$ cat src/rtl/prbs26_pkg.sv
// Shared constants, state encoding and next-bit predictor for the PRBS26 checker.
package prbs26_pkg;

  localparam int PRBS_LEN = 26;
  localparam int TAP_A    = 18;
  localparam int TAP_B    = 19;
  localparam int TAP_C    = 25;
  localparam int TAP_D    = 26;

  typedef enum logic [1:0] {
    FILL   = 2'd0,
    HUNT   = 2'd1,
    LOCKED = 2'd2
  } state_t;

  // h[1] is the newest received bit, h[PRBS_LEN] the oldest.
  function automatic logic prbs_predict(input logic [PRBS_LEN:1] h);
    return h[TAP_A] ^ h[TAP_B] ^ h[TAP_C] ^ h[TAP_D];
  endfunction

endpackage

$ cat src/rtl/prbs26_win_mon.sv
// Error-density window monitor: counts errors in fixed windows of locked bits and
// requests loss of lock when a window collects ERR_THR errors.
module prbs26_win_mon
  import prbs26_pkg::*;
#(
  parameter int ERR_WIN = 256,
  parameter int ERR_THR = 8
) (
  input  logic clk,
  input  logic rst_n,
  input  logic step,
  input  logic err,
  output logic loss_req
);

  localparam int WW = (ERR_WIN > 1) ? $clog2(ERR_WIN) : 1;
  localparam int EW = (ERR_THR > 1) ? $clog2(ERR_THR) : 1;
  localparam logic [WW-1:0] WIN_LAST = WW'(ERR_WIN - 1);
  localparam logic [EW-1:0] THR_LAST = EW'(ERR_THR - 1);

  logic [WW-1:0] win_cnt;
  logic [EW-1:0] win_err;

  // The erroring bit that completes the threshold is judged before the window wraps.
  assign loss_req = step && err && (win_err == THR_LAST);

  always_ff @(posedge clk or negedge rst_n) begin
    if (!rst_n) begin
      win_cnt <= '0;
      win_err <= '0;
    end else if (step) begin
      if (loss_req || (win_cnt == WIN_LAST)) begin
        win_cnt <= '0;
        win_err <= '0;
      end else begin
        win_cnt <= win_cnt + 1'b1;
        win_err <= win_err + EW'(err);
      end
    end
  end

endmodule

$ cat config.mk
export PLATFORM = sky130hd
export DESIGN_NAME = prbs26_win_mon
export DESIGN_NICKNAME = d
export VERILOG_FILES = /design/src/rtl/prbs26_pkg.sv /design/src/rtl/prbs26_win_mon.sv
export SDC_FILE = /design/constraint.sdc
export NUM_CORES = 1
export LEC_CHECK = 0
export CAP_MARGIN = 20
export CORE_MARGIN = 3
export CORE_UTILIZATION = 48
export CTS_CLUSTER_DIAMETER = 80
export DETAILED_ROUTE_END_ITERATION = 8
export GPL_TIMING_DRIVEN = 0
export PLACE_DENSITY = 0.7
export SYNTH_ARGS = -nofsm -noshare
export SYNTH_HDL_FRONTEND = slang
export SYNTH_SLANG_ARGS = --single-unit
$ cat constraint.sdc
create_clock -name clk -period 1.24 [get_ports clk]
set_input_delay 0.248 -clock clk [delete_from_list [all_inputs] [get_ports clk]]
set_output_delay 0.248 -clock clk [all_outputs]
set_load 0.005 [all_outputs]
Figure 1. PDN straps and rails (run 1).
Scale bar: 10 µm. Pins as bars on the die edge. Tap cells in grey.
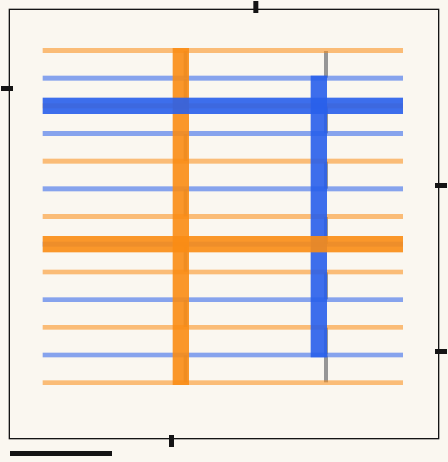
legend:
  orange:
    net: VSS
  blue:
    net: VDD
met4 straps: 2
tap cells: 14
rows: 12
met5 straps: 2

Figure 2. Routing congestion map (run 1).
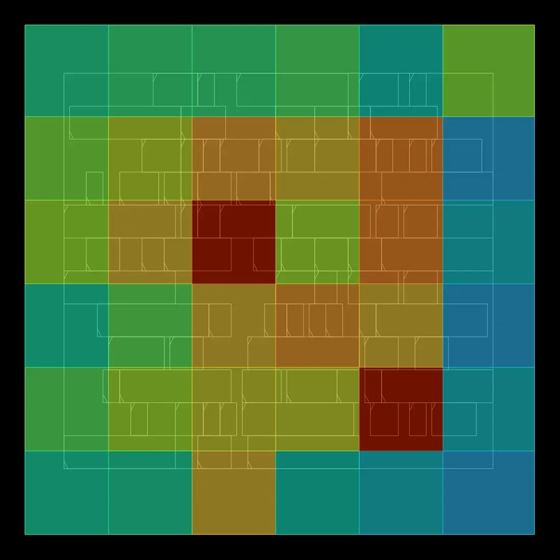
grt met3 use: 6.87%
WL per Instance: 14.2 µm

==> impl_metrics.env, run 1 <==
# implementation run metrics
export IMPL_antenna_found_initial=0
export IMPL_hpwl_um=895
export IMPL_layout_top_cells="dfrtp_1, buf_4, nand2_1"
export IMPL_via_per_inst=5.47
export IMPL_max_stage_delay_ps=370
export IMPL_setup_tns_ps=-1430
export IMPL_layout_top_cell="dfrtp_1"
export IMPL_leakage_nw=0.366
export IMPL_root_buffer="clkbuf_4"
export IMPL_ys_flops=11
export IMPL_bufAreaShareNonClock_pct=13.1
export IMPL_io_buffers=4
export IMPL_powerClk_mw=0.242
export IMPL_crit_type="reg2reg"
export IMPL_route_detailed_drc=0
export IMPL_flop_area_um2=275
export IMPL_ant_nets=0
export IMPL_path_clk_slew_ps=70
export IMPL_avgSynthCellArea_um2=9.76
export IMPL_nClkBuffers=4
export IMPL_worst_path_max_delay_cell="dfrtp_1"
export IMPL_num_antenna_cells=0
export IMPL_fin_crit_ps=1400
export IMPL_synthMuxAreaShare_pct=0
export IMPL_drive_above_1_share_pct=37.5
export IMPL_violations="setup timing"
export IMPL_use_met2_pct=29.0
export IMPL_finalSetupViolations=11
export IMPL_top_power_group="sequential cells"
export IMPL_grt_pass1_vias=545
export IMPL_logic_gates=44
export IMPL_logic_area_um2=388
export IMPL_ff_type="dfrtp_1"
export IMPL_top_cells_by_count="dfrtp_1, nand2_1, inv_1, o21ai_0"
export IMPL_initCoreUtil_pct=54.0
export IMPL_end_kind="flip-flop"
export IMPL_worstPathArrival_ps=1550
export IMPL_grt_overflow=0
export IMPL_n_tap_cell=14
export IMPL_die_width_um=42.1
export IMPL_power_share_sequential_pct=44.1
export IMPL_regMostFlops="win_cnt"
export IMPL_comb_power_mw=0.523
export IMPL_path_delay_family="AND-OR/OR-AND gates"
export IMPL_status="finished with violations"
export IMPL_async_flop_share_pct=100
export IMPL_gp_congestion=0.757
export IMPL_switching_share_pct=35.9
export IMPL_grt_pass1_wl_mm=2.36
export IMPL_path_cells="and4_4, nand2_8, buf_4, a21bo_2, a32o_1"
export IMPL_slew_viol_final=0
export IMPL_adder_share_pct=6.01
export IMPL_whs_ps=315
export IMPL_finalHoldViolations=0
export IMPL_die_h_um=42.1
export IMPL_crit_start="win_err[0]$_DFFE_PN0P_"
export IMPL_fillers=80
export IMPL_reg_largest_list="win_cnt: 8 flops, win_err: 3 flops"
export IMPL_intPower_mw=0.877
export IMPL_layout_setup_ws_ps=-161
export IMPL_cts_setup_buffers=7
export IMPL_met2_length_um=672
export IMPL_clk_share_pct=3.10
export IMPL_place_inst=82
export IMPL_drt_first_iter_violations=11
export IMPL_syn_inst=64
export IMPL_top_usage_layer="met2"
export IMPL_rsz0062_at_grt="true"
export IMPL_nNonClkBuffers=14
export IMPL_max_cap_viol_count=0
export IMPL_p_clk_share_pct=17.7
export IMPL_synth_chip_area_um2=624
export IMPL_met1Wirelength_um=598
export IMPL_total_power_mw=1.37
export IMPL_chipArea_um2=1770
export IMPL_clkSinkCount=11
export IMPL_regToRegEndpoint="win_cnt[6]$_DFFE_PN0P_"
export IMPL_topCombFamilyByArea="simple AND/OR/NAND/NOR gates"
export IMPL_dp_slack_ps=-653
export IMPL_synth_top_area_share_pct=44.1
export IMPL_comb_area_share_pct=45.8
export IMPL_cp_required_ps=1390
export IMPL_dr_max_layer_used="met3"
export IMPL_clk_latency_ps=270
export IMPL_cts_buffer_depth=2
export IMPL_period_used_pct=113
export IMPL_routed_wl_met3_um=68
Figure 3. Where the registers sit (run 1).
Other cells in grey.
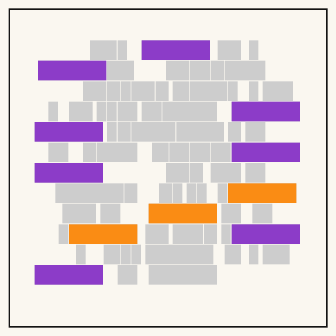
legend:
  purple:
    netlist_name: `win_cnt`
    sequential_cells: 8
  orange:
    netlist_name: `win_err`
    sequential_cells: 3

--- run 2 (diff from run 1) ---
--- a/config.mk
+++ b/config.mk
@@ -5,13 +5,14 @@
 export SDC_FILE = /design/constraint.sdc
 export NUM_CORES = 1
 export LEC_CHECK = 0
+export ABC_CLOCK_PERIOD_IN_PS = 1500
 export CAP_MARGIN = 20
-export CORE_MARGIN = 3
-export CORE_UTILIZATION = 48
+export CORE_AREA = 3 3 40 42
 export CTS_CLUSTER_DIAMETER = 80
 export DETAILED_ROUTE_END_ITERATION = 8
+export DIE_AREA = 0 0 43 45
 export GPL_TIMING_DRIVEN = 0
-export PLACE_DENSITY = 0.7
+export PLACE_DENSITY = 0.66
 export SYNTH_ARGS = -nofsm -noshare
 export SYNTH_HDL_FRONTEND = slang
 export SYNTH_SLANG_ARGS = --single-unit
==> constraint.sdc (replaced) <==
create_clock -name clk -period 1.5 [get_ports clk]
set_input_delay 0.3 -clock clk [delete_from_list [all_inputs] [get_ports clk]]
set_output_delay 0.3 -clock clk [all_outputs]
set_load 0.05 [all_outputs]
Figure 4. Where the registers sit (run 2).
Other cells in grey.
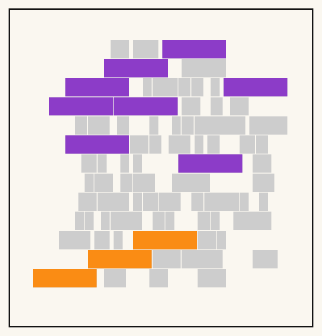
legend:
  purple:
    netlist_name: `win_cnt`
    sequential_cells: 8
  orange:
    netlist_name: `win_err`
    sequential_cells: 3

==> impl_metrics.env, run 2 <==
# implementation run metrics
export IMPL_ff_type="dfrtp_1"
export IMPL_grt_overflow=0
export IMPL_fillers=118
export IMPL_bufAreaShareNonClock_pct=11.6
export IMPL_die_h_um=45
export IMPL_root_buffer="clkbuf_4"
export IMPL_ant_nets=0
export IMPL_p_clk_share_pct=19.8
export IMPL_path_delay_family="simple AND/OR/NAND/NOR gates"
export IMPL_crit_type="reg2reg"
export IMPL_met3_usage_pct=3.59
export IMPL_avgSynthCellArea_um2=9.76
export IMPL_chipArea_um2=1940
export IMPL_use_met2_pct=26.3
export IMPL_cts_setup_buffers=4
export IMPL_route_detailed_drc=0
export IMPL_top_power_group="sequential cells"
export IMPL_rsz0062_at_grt="true"
export IMPL_drt_first_iter_violations=7
export IMPL_synth_chip_area_um2=624
export IMPL_fin_crit_ps=1470
export IMPL_layout_top_cells="dfrtp_1, nand2_1, inv_1"
export IMPL_end_kind="flip-flop"
export IMPL_rrSetupSlack_ps=30
export IMPL_via_per_inst=5.66
export IMPL_regMostFlops="win_cnt"
export IMPL_antenna_found_initial=0
export IMPL_power_share_sequential_pct=46.6
export IMPL_intPower_mw=0.670
export IMPL_async_flop_share_pct=100
export IMPL_path_cells="and4_4, nand2_8, inv_4, buf_4, or4b_4, o221ai_2"
export IMPL_num_antenna_cells=0
export IMPL_path_clk_slew_ps=70
export IMPL_ys_types=25
export IMPL_logic_area_um2=339
export IMPL_setup_tns_ps=0
export IMPL_max_stage_delay_ps=500
export IMPL_worstPathArrival_ps=1660
export IMPL_dr_max_layer_used="met4"
export IMPL_flop_area_um2=275
export IMPL_syn_inst=64
export IMPL_nNonClkBuffers=11
export IMPL_clk_share_pct=3.38
export IMPL_dp_slack_ps=-789
export IMPL_place_inst=83
export IMPL_top_cells_by_count="dfrtp_1, nand2_1, inv_1, o21ai_0"
export IMPL_grt_pass1_wl_mm=2.33
export IMPL_routed_wl_met3_um=51
export IMPL_crit_start="win_err[0]$_DFFE_PN0P_"
export IMPL_ys_flops=11
export IMPL_worst_path_max_delay_cell="or4b_4"
export IMPL_leakage_nw=0.349
export IMPL_regToRegEndpoint="win_cnt[3]$_DFFE_PN0P_"
export IMPL_io_buffers=4
export IMPL_n_tap_cell=15
export IMPL_comb_power_mw=0.354
export IMPL_status="completed"
export IMPL_die_width_um=43
export IMPL_gp_congestion=0.753
export IMPL_switching_share_pct=36.3
export IMPL_synth_top_area_share_pct=44.1
export IMPL_topCombFamilyByArea="simple AND/OR/NAND/NOR gates"
export IMPL_hpwl_um=868
export IMPL_met1Wirelength_um=554
export IMPL_total_power_mw=1.05
export IMPL_drive_above_1_share_pct=28.6
export IMPL_finalSetupViolations=0
export IMPL_comb_area_share_pct=43.6
export IMPL_adder_share_pct=6.01
export IMPL_slew_viol_final=0
export IMPL_logic_gates=44
export IMPL_wire_per_inst_um=13.9
export IMPL_met2_length_um=609
export IMPL_clkSinkCount=11
export IMPL_cp_required_ps=1690
Figure 5. PDN straps and rails (run 2).
Scale bar: 10 µm. Pins as bars on the die edge. Tap cells in grey.
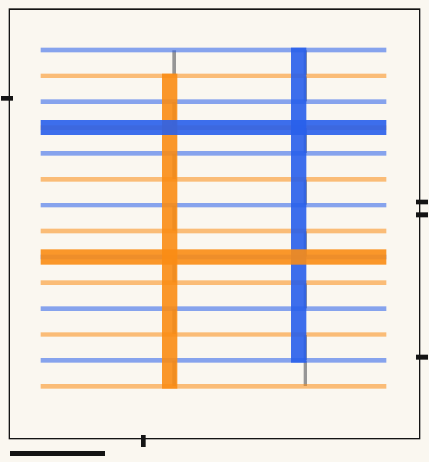
legend:
  blue:
    net: VDD
  orange:
    net: VSS
met1 rails: 14
met4 straps: 2
tap cells: 15
signal pins: 5

--- run 3 (diff from run 2) ---
--- a/config.mk
+++ b/config.mk
@@ -7,12 +7,11 @@
 export LEC_CHECK = 0
 export ABC_CLOCK_PERIOD_IN_PS = 1500
 export CAP_MARGIN = 20
-export CORE_AREA = 3 3 40 42
+export CORE_MARGIN = 3
+export CORE_UTILIZATION = 40
 export CTS_CLUSTER_DIAMETER = 80
 export DETAILED_ROUTE_END_ITERATION = 8
-export DIE_AREA = 0 0 43 45
 export GPL_TIMING_DRIVEN = 0
-export PLACE_DENSITY = 0.66
 export SYNTH_ARGS = -nofsm -noshare
 export SYNTH_HDL_FRONTEND = slang
 export SYNTH_SLANG_ARGS = --single-unit
Figure 6. Layout detail (run 3).
Region (21, 0) to (46, 25) µm. Cells in grey, sequential cells in the stronger grey; small squares are vias.
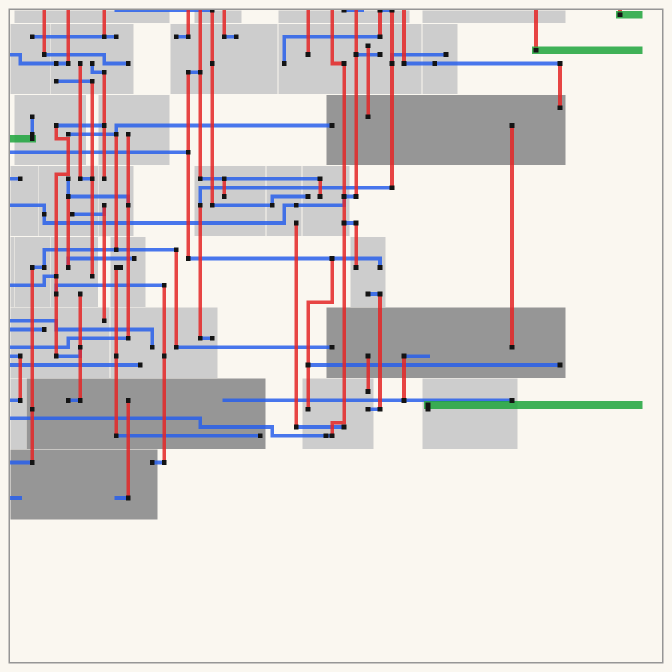
legend:
  green:
    layer: M3
  red:
    layer: M2
  blue:
    layer: M1
netlist names of flops here include: `win_cnt` (2), `win_err` (2)
cells with their middle in the window: 24
most frequent: dfrtp_1 (4)
sequential cells in the window: 4

==> impl_metrics.env, run 3 <==
# implementation run metrics
export IMPL_violations="setup timing"
export IMPL_regMostFlops="win_cnt"
export IMPL_crit_type="reg2out"
export IMPL_n_tap_cell=15
export IMPL_synth_top_area_share_pct=44.1
export IMPL_ant_nets=0
export IMPL_met2_length_um=506
export IMPL_finalSetupViolations=1
export IMPL_top_power_group="sequential cells"
export IMPL_clkSinkCount=11
export IMPL_topCombFamilyByArea="simple AND/OR/NAND/NOR gates"
export IMPL_regToRegEndpoint="win_cnt[3]$_DFFE_PN0P_"
export IMPL_bufAreaShareNonClock_pct=9.58
export IMPL_via_per_inst=5.59
export IMPL_met1Wirelength_um=634
export IMPL_io_buffers=4
export IMPL_adder_share_pct=6.01
export IMPL_die_width_um=45.5
export IMPL_logic_gates=44
export IMPL_switching_share_pct=36.2
export IMPL_ys_flops=11
export IMPL_wire_per_inst_um=13.5
export IMPL_status="finished with violations"
export IMPL_layout_setup_ws_ps=-4.91
export IMPL_rrSetupSlack_ps=10
export IMPL_cp_required_ps=1200
export IMPL_die_h_um=45.5
export IMPL_layout_top_cells="dfrtp_1, nand2_1, inv_1"
export IMPL_use_met2_pct=19.2
export IMPL_end_kind="output port"
export IMPL_drive_above_1_share_pct=32.0
export IMPL_root_buffer="clkbuf_4"
export IMPL_dp_slack_ps=-796
export IMPL_gp_congestion=0.797
export IMPL_drt_first_iter_violations=7
Figure 7. Where the registers sit (run 3).
Other cells in grey.
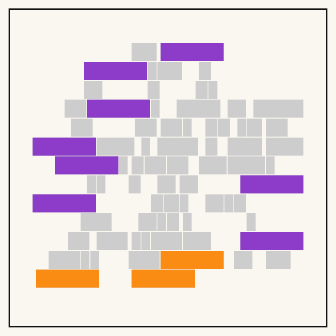
legend:
  purple:
    netlist_name: `win_cnt`
    sequential_cells: 8
  orange:
    netlist_name: `win_err`
    sequential_cells: 3


==> layout pictures side by side <==
Wiring by layer.
Only two layers are drawn.
picture 1
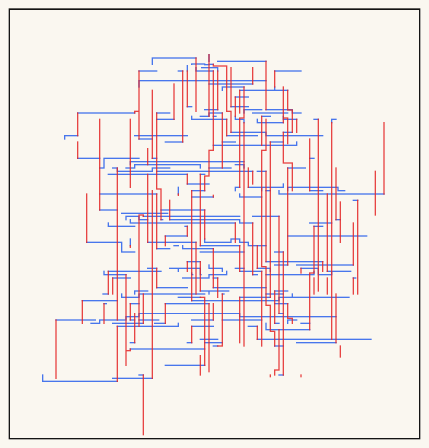
picture 2
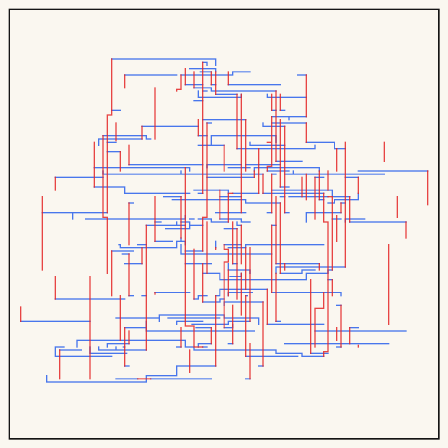
picture 3
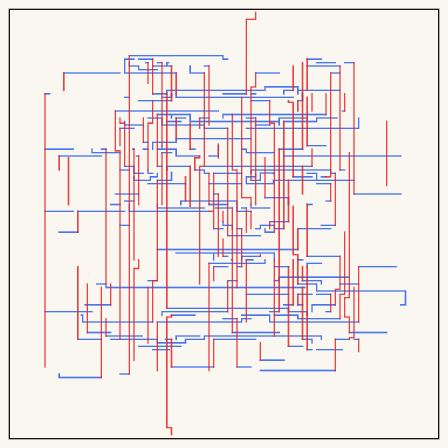
| picture | from |
|---|---|
| picture 1 | run 2 |
| picture 3 | run 1 |
| picture 2 | run 3 |

